==> src/rtl/mips_pkg.sv <==
// -----------------------------------------------------------------------------
// mips_pkg
// Shared definitions for the single-issue MIPS datapath write-back slice:
// register-file index/data widths, the special register indices and the
// write-back FSM state encoding.
// No ports (package).
// -----------------------------------------------------------------------------
package mips_pkg;

  localparam int REG_W            = 5;
  localparam int DATA_W           = 32;
  localparam int LINK_REG_DEFAULT = 31;

  // Wide enough for any timeout up to 255 cycles.
  localparam int CNT_W = 8;

  localparam logic [REG_W-1:0] REG_ZERO = '0;

  typedef enum logic [0:0] {
    ST_IDLE      = 1'b0,
    ST_LOAD_WAIT = 1'b1
  } wb_state_e;

endpackage

==> src/rtl/wb_timeout_counter.sv <==
// -----------------------------------------------------------------------------
// wb_timeout_counter
// Counts cycles spent waiting for a memory acknowledge and flags the last
// cycle the write-back stage is allowed to wait.
// Ports:
//   clk     in   system clock, rising edge
//   reset   in   asynchronous active-high reset (count -> 0)
//   clear   in   restart the count at zero (has priority over enable)
//   enable  in   advance the count by one
//   tc      out  count has reached TIMEOUT_CYCLES-1
// -----------------------------------------------------------------------------
module wb_timeout_counter
  import mips_pkg::*;
#(
  parameter int TIMEOUT_CYCLES = 16
) (
  input  logic clk,
  input  logic reset,
  input  logic clear,
  input  logic enable,
  output logic tc
);

  localparam logic [CNT_W-1:0] TC_VAL = CNT_W'(TIMEOUT_CYCLES - 1);

  logic [CNT_W-1:0] cnt_q;
  logic [CNT_W-1:0] cnt_d;

  always_comb begin
    cnt_d = cnt_q;
    if (clear) begin
      cnt_d = '0;
    end else if (enable) begin
      cnt_d = cnt_q + CNT_W'(1);
    end
  end

  always_ff @(posedge clk or posedge reset) begin
    if (reset) begin
      cnt_q <= '0;
    end else begin
      cnt_q <= cnt_d;
    end
  end

  assign tc = (cnt_q == TC_VAL);

endmodule

==> src/rtl/writeback_unit.sv <==
// -----------------------------------------------------------------------------
// writeback_unit
// Write-back stage of the single-issue MIPS datapath. Retires ALU and jal
// results straight into the register file and performs word loads through a
// request/acknowledge memory port, exporting the in-flight load destination
// so Decode can stall on load-use hazards.
// Ports:
//   clk, reset                 clock / asynchronous active-high reset
//   in_valid, in_ready         handshake with execute (ready only in IDLE)
//   in_reg_write, in_is_load,
//   in_link, in_dest,
//   in_alu_result, in_pc_4     completed-instruction fields from execute
//   mem_req, mem_addr          load request (held until ack or timeout)
//   mem_ack, mem_rdata         load response
//   write_reg_flag, write_reg,
//   write_data                 register-file write port (one-cycle strobe)
//   pend_valid, pend_reg       in-flight load destination for hazard stalls
//   mem_err                    sticky load-timeout flag
// -----------------------------------------------------------------------------
module writeback_unit
  import mips_pkg::*;
#(
  parameter int TIMEOUT_CYCLES = 16,
  parameter int LINK_REG       = LINK_REG_DEFAULT
) (
  input  logic              clk,
  input  logic              reset,
  input  logic              in_valid,
  output logic              in_ready,
  input  logic              in_reg_write,
  input  logic              in_is_load,
  input  logic              in_link,
  input  logic [REG_W-1:0]  in_dest,
  input  logic [DATA_W-1:0] in_alu_result,
  input  logic [DATA_W-1:0] in_pc_4,
  output logic              mem_req,
  output logic [DATA_W-1:0] mem_addr,
  input  logic              mem_ack,
  input  logic [DATA_W-1:0] mem_rdata,
  output logic              write_reg_flag,
  output logic [REG_W-1:0]  write_reg,
  output logic [DATA_W-1:0] write_data,
  output logic              pend_valid,
  output logic [REG_W-1:0]  pend_reg,
  output logic              mem_err
);

  localparam logic [REG_W-1:0] LINK_IDX = REG_W'(LINK_REG);

  wb_state_e         state_q, state_d;
  logic              wr_flag_q, wr_flag_d;
  logic [REG_W-1:0]  wr_reg_q, wr_reg_d;
  logic [DATA_W-1:0] wr_data_q, wr_data_d;
  logic              mem_req_q, mem_req_d;
  logic [DATA_W-1:0] mem_addr_q, mem_addr_d;
  logic              pend_valid_q, pend_valid_d;
  logic [REG_W-1:0]  pend_reg_q, pend_reg_d;
  logic              mem_err_q, mem_err_d;

  logic              accept;
  logic              cnt_clear;
  logic              cnt_en;
  logic              cnt_tc;
  logic [REG_W-1:0]  eff_dest;
  logic [DATA_W-1:0] eff_data;

  wb_timeout_counter #(
    .TIMEOUT_CYCLES (TIMEOUT_CYCLES)
  ) u_timeout (
    .clk    (clk),
    .reset  (reset),
    .clear  (cnt_clear),
    .enable (cnt_en),
    .tc     (cnt_tc)
  );

  assign in_ready = (state_q == ST_IDLE);
  assign accept   = in_valid & in_ready;

  // jal overrides both the destination and the data source.
  assign eff_dest = in_link ? LINK_IDX : in_dest;
  assign eff_data = in_link ? in_pc_4  : in_alu_result;

  always_comb begin
    state_d      = state_q;
    wr_flag_d    = 1'b0;
    wr_reg_d     = wr_reg_q;
    wr_data_d    = wr_data_q;
    mem_req_d    = mem_req_q;
    mem_addr_d   = mem_addr_q;
    pend_valid_d = pend_valid_q;
    pend_reg_d   = pend_reg_q;
    mem_err_d    = mem_err_q;
    cnt_clear    = 1'b0;
    cnt_en       = 1'b0;

    unique case (state_q)
      ST_IDLE: begin
        if (accept) begin
          if (in_is_load) begin
            mem_req_d    = 1'b1;
            mem_addr_d   = in_alu_result;
            pend_reg_d   = in_dest;
            pend_valid_d = (in_dest != REG_ZERO);
            cnt_clear    = 1'b1;
            state_d      = ST_LOAD_WAIT;
          end else if ((in_reg_write || in_link) && (eff_dest != REG_ZERO)) begin
            wr_flag_d = 1'b1;
            wr_reg_d  = eff_dest;
            wr_data_d = eff_data;
          end
        end
      end

      ST_LOAD_WAIT: begin
        // An ack on the terminal cycle still completes the load normally.
        if (mem_ack) begin
          mem_req_d    = 1'b0;
          pend_valid_d = 1'b0;
          state_d      = ST_IDLE;
          if (pend_reg_q != REG_ZERO) begin
            wr_flag_d = 1'b1;
            wr_reg_d  = pend_reg_q;
            wr_data_d = mem_rdata;
          end
        end else if (cnt_tc) begin
          mem_req_d    = 1'b0;
          pend_valid_d = 1'b0;
          mem_err_d    = 1'b1;
          state_d      = ST_IDLE;
        end else begin
          cnt_en = 1'b1;
        end
      end

      default: state_d = ST_IDLE;
    endcase
  end

  always_ff @(posedge clk or posedge reset) begin
    if (reset) begin
      state_q      <= ST_IDLE;
      wr_flag_q    <= 1'b0;
      wr_reg_q     <= '0;
      wr_data_q    <= '0;
      mem_req_q    <= 1'b0;
      mem_addr_q   <= '0;
      pend_valid_q <= 1'b0;
      pend_reg_q   <= '0;
      mem_err_q    <= 1'b0;
    end else begin
      state_q      <= state_d;
      wr_flag_q    <= wr_flag_d;
      wr_reg_q     <= wr_reg_d;
      wr_data_q    <= wr_data_d;
      mem_req_q    <= mem_req_d;
      mem_addr_q   <= mem_addr_d;
      pend_valid_q <= pend_valid_d;
      pend_reg_q   <= pend_reg_d;
      mem_err_q    <= mem_err_d;
    end
  end

  assign write_reg_flag = wr_flag_q;
  assign write_reg      = wr_reg_q;
  assign write_data     = wr_data_q;
  assign mem_req        = mem_req_q;
  assign mem_addr       = mem_addr_q;
  assign pend_valid     = pend_valid_q;
  assign pend_reg       = pend_reg_q;
  assign mem_err        = mem_err_q;

endmodule

==> config.mk <==
export PLATFORM = sky130hd
export DESIGN_NAME = writeback_unit
export DESIGN_NICKNAME = d
export VERILOG_FILES = /design/src/rtl/mips_pkg.sv /design/src/rtl/wb_timeout_counter.sv /design/src/rtl/writeback_unit.sv
export SDC_FILE = /design/constraint.sdc
export NUM_CORES = 1
export LEC_CHECK = 0
export CAP_MARGIN = 20
export CELL_PAD_IN_SITES_DETAIL_PLACEMENT = 1
export CELL_PAD_IN_SITES_GLOBAL_PLACEMENT = 1
export CORE_ASPECT_RATIO = 0.7
export CORE_UTILIZATION = 30
export CTS_CLUSTER_SIZE = 12
export DETAILED_ROUTE_END_ITERATION = 10
export HOLD_SLACK_MARGIN = 0.08
export PLACE_DENSITY_LB_ADDON = 0.15
export SLEW_MARGIN = 15
export SYNTH_ARGS = -nofsm -noshare
export SYNTH_HDL_FRONTEND = slang
export SYNTH_SLANG_ARGS = --single-unit
==> constraint.sdc <==
create_clock -name clk -period 4 [get_ports clk]
set_clock_uncertainty 0.1 [all_clocks]
set_input_delay 1 -clock clk [delete_from_list [all_inputs] [get_ports clk]]
set_output_delay 1 -clock clk [all_outputs]
set_load 0.02 [all_outputs]
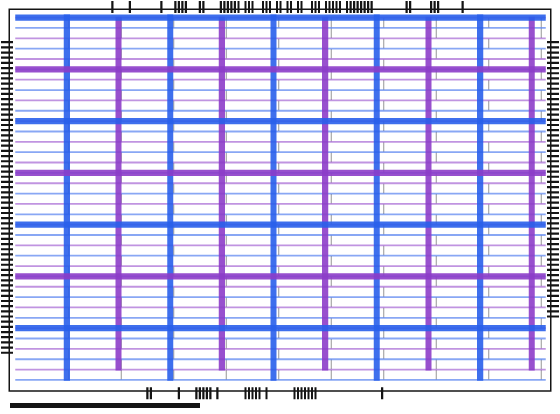
power_grid.png
Scale bar: 50 um. Pins as bars on the die edge. Tap cells in gray.
[VDD] purple
[VSS] blue
tap cells: 185
met4 straps: 10
met1 rails: 36
rows: 35

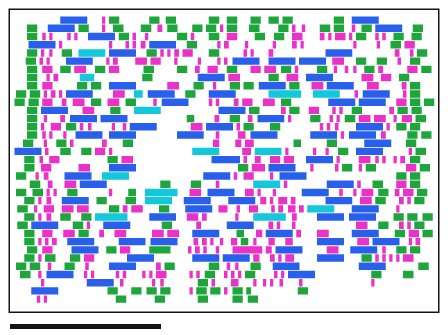
placement_by_type.png
Scale bar: 50 um.
[remaining buffers and delay cells] green | cells: 192 | share of their area: 30%
[combinational and other logic] magenta | cells: 312 | share of their area: 29%
[clock drivers and dummy loads] cyan | cells: 15 | share of their area: 5.8%
[sequential cells] blue | cells: 87 | share of their area: 35%

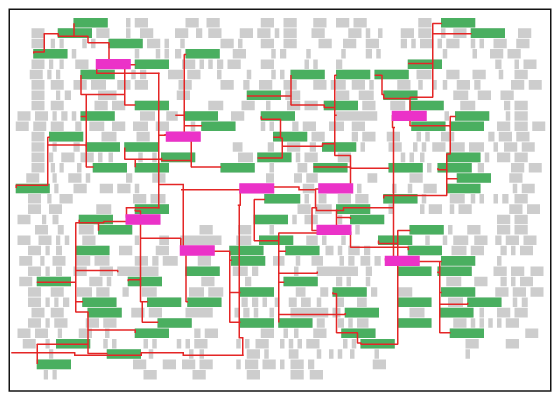
clk_routes.png
[flip-flops] green | count: 87
[clock wires] red | length: 1210 um
[clock drivers] magenta | count: 9
flops lie: all over the die

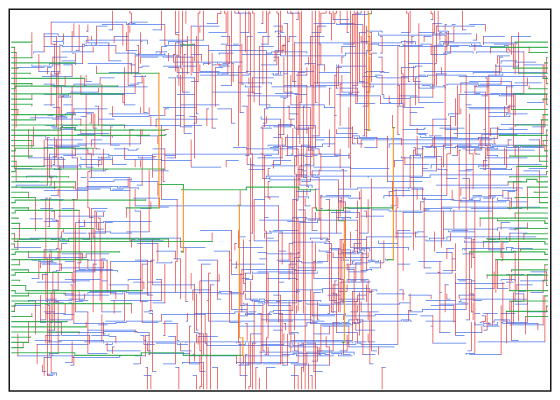
wires.png
[metal 2] red | wire length: 5890 um
[metal 3] green | wire length: 1360 um
[metal 1] blue | wire length: 5620 um
[metal 4] orange | wire length: 189 um

==> notes.md <==
Implementation numbers.

- The register share after synthesis reads 53.0%.
- The post-synthesis simple-gate area fraction reads 17.6%.
- The DRC violation total after the first TritonRoute iteration reads 88.
- The share of flip-flops with an asynchronous set or reset is 100%.
- The combinational power reads 0.00127 W.
- Walking the worst path, the cells encountered are clkdlybuf4s50_1 > or4_1 > or3_1 > a32oi_4 > buf_4 > mux2_1.
- The run finished with clean final reports.
- Counting flops with a built-in enable in the synthesized netlist gives 0.
- The total setup buffers inserted after CTS reads 0.
- Cells with a size suffix above 1 make up 7.43% of the layout.
- Buffers outside the clock tree occupy 29.3% of the routed design's cell area.
- TritonCTS built the clock tree.
- Leaving out buffers and inverters, the combinational logic in the layout accounts for 0.00182 sq mm.
- For this design, the CTS-stage hold fixing added 0 buffers.
- On met2, the global router reports a usage of 30.6%.
- The most utilized layer in the global route result reads met2.
- The critical path maximum fanout is 22.
- The chip height reads 99.9 um.
- The count of pins on the block boundary is 187.
- After detailed placement, the total cell area comes to 0.00616 sq mm.
- The share of total power in the clock network is 29.0%.
- The pin closest to its max-slew limit shows a slew of 0.945 ns.
==> placed cells by master (no fill, tap or decap), types with 4 or more instances in the layout <==
cell,count
sky130_fd_sc_hd__nand2_1,153
sky130_fd_sc_hd__buf_4,5
sky130_fd_sc_hd__dfrtp_1,86
sky130_fd_sc_hd__bufinv_16,4
sky130_fd_sc_hd__clkbuf_16,9
sky130_fd_sc_hd__nor4_1,4
sky130_fd_sc_hd__a21oi_1,4
sky130_fd_sc_hd__mux2_2,18
sky130_fd_sc_hd__clkdlybuf4s50_1,185
sky130_fd_sc_hd__mux2i_1,35
sky130_fd_sc_hd__o21ai_0,39
sky130_fd_sc_hd__xnor2_1,4
sky130_fd_sc_hd__nor2_1,12
sky130_fd_sc_hd__inv_1,4
sky130_fd_sc_hd__mux2_1,19
No activity file was given, so power comes from the tool's default toggle rates.
